==> config.mk <==
export PLATFORM = sky130hd
export DESIGN_NAME = pattern_source_gen_flat
export DESIGN_NICKNAME = d
export VERILOG_FILES = /design/src/rtl/pattern_source_gen_pkg.sv /design/src/rtl/pattern_source_gen_if.sv /design/src/rtl/pattern_source_gen_prbs.sv /design/src/rtl/pattern_source_gen.sv /design/src/flat_wrapper.sv
export SDC_FILE = /design/constraint.sdc
export NUM_CORES = 1
export LEC_CHECK = 0
export CORE_ASPECT_RATIO = 0.7
export CORE_MARGIN = 8
export CORE_UTILIZATION = 35
export DETAILED_ROUTE_END_ITERATION = 16
export GPL_ROUTABILITY_DRIVEN = 0
export RECOVER_POWER = 100
export SLEW_MARGIN = 20
export SYNTH_ARGS = -nofsm -noshare
export SYNTH_HDL_FRONTEND = slang
export SYNTH_HIERARCHICAL = 1
export SYNTH_SLANG_ARGS = --single-unit
==> constraint.sdc <==
create_clock -name clk1280 -period 6.28 [get_ports clk1280]
set_clock_uncertainty 0.2 [all_clocks]
set_input_delay 1.884 -clock clk1280 [delete_from_list [all_inputs] [get_ports clk1280]]
set_output_delay 1.884 -clock clk1280 [all_outputs]
set_load 0.01 [all_outputs]
congestion_map.png
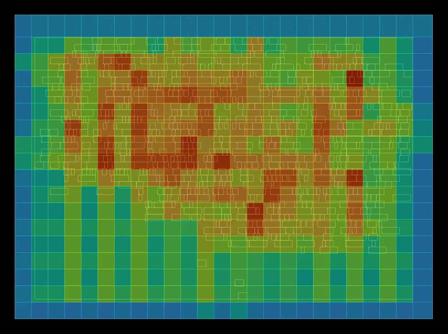
DR WL/cell: 17.4 µm
busiest layer in global routing: met1
Global Route Usage Sum: 15.4%

sizing.png
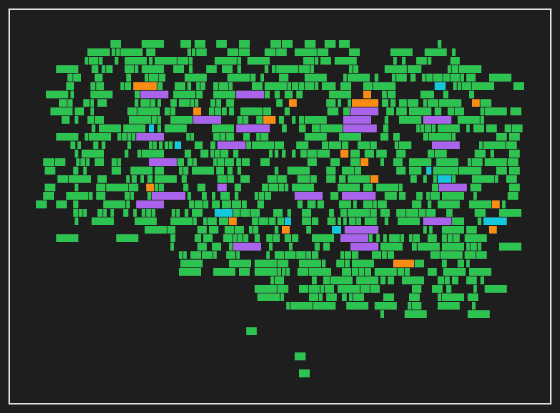
[orange] x3 and x4 | cells: 16 | share: 2.2%
[cyan] x2 | cells: 9 | share: 1.2%
[green] x1 and smaller | cells: 692 | share: 94%
[purple] x6 and larger | cells: 23 | share: 3.1%
Layout area overhead: 18.3%
setup ws final: 1.20 ns
nonclk buf count: 54
design area: 7220 µm²

route_heat.png
Bar = 50 µm. 35 x 25 tiles, from dark blue (low) to red (high), scaled to the fullest tile. Values are wire area over tile area, all layers added.
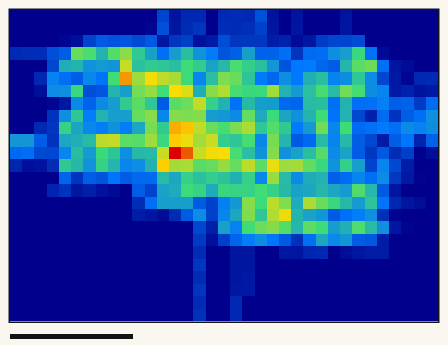
fullest tile: 0.64
tiles over half the peak: 12%
densest ninth of the die: center
nearly empty tiles: 40%
Vias: 5168
WL final: 16.9 mm

util_map.png
Bar = 50 µm. 17 x 13 tiles, from dark blue (low) to red (high), 0 to 100% covered.
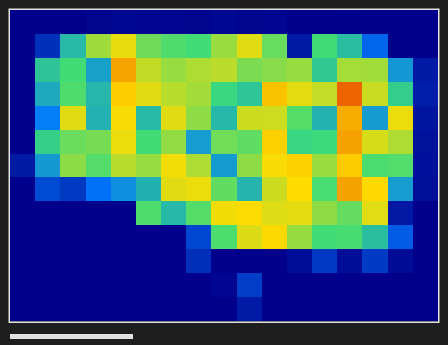
fullest tile: 89%
nearly empty tiles: 37%
tiles over 75% full: 5.9%
emptiest ninth of the die: lower left
post-layout util: 42.2%
Starting Density: 35.7%
Core ar.: 17100 µm²

==> impl_metrics.toml <==
# generated from flow reports
[power_and_ir_drop]
total_power_uw = 1900
comb_power_share_pct = 3.7

[floorplanning]
fp.dieArea_um2 = 22000
fp.dieH_um = 126

[clocking]
clock_path_buffers = 2
clkTransAtPathRegs_ns = 0.05
htree_num_levels = 4
cts_resized = 0

[placed_design]
placed_area_um2 = 6600
dp_hpwl_mm = 11.8

[finish]
n_fill_cell = 1724
seq_cells = 120
logic_gates = 487
signal_buffer_area_fraction_pct = 6.95
largest_reg_flops = 31

[outcome]
violations = "capacitance limit, slew limit"
status = "complete, but fails checks"

[final_timing]
worst_pin_slew_ns = 2.19
slew_viol_final = 46
setup-tns-final_ns = 0

[routing]
drtIter0Drc = 576

[synthesis]
ys_top_cells_by_count = "120 x dfxtp_1, 76 x nand2_1, 52 x nor2_1"
synthXorXnorAreaFrac_pct = 9.10
synthArstFlopShare_pct = 0
synthAdderAreaFrac_pct = 0.615
synthTopLogicFamily = "simple AND/OR/NAND/NOR gates"
largest_area_cell = "dfxtp_1"

[setup_path]
crit_path_end_kind = "flip-flop"
path_max_fanout = 45
critPathMaxStageDelay_ns = 1.53

[grt]
use_met2_pct = 20.5
grt_use_met1_pct = 23.8

[run]
cap_violations = 1
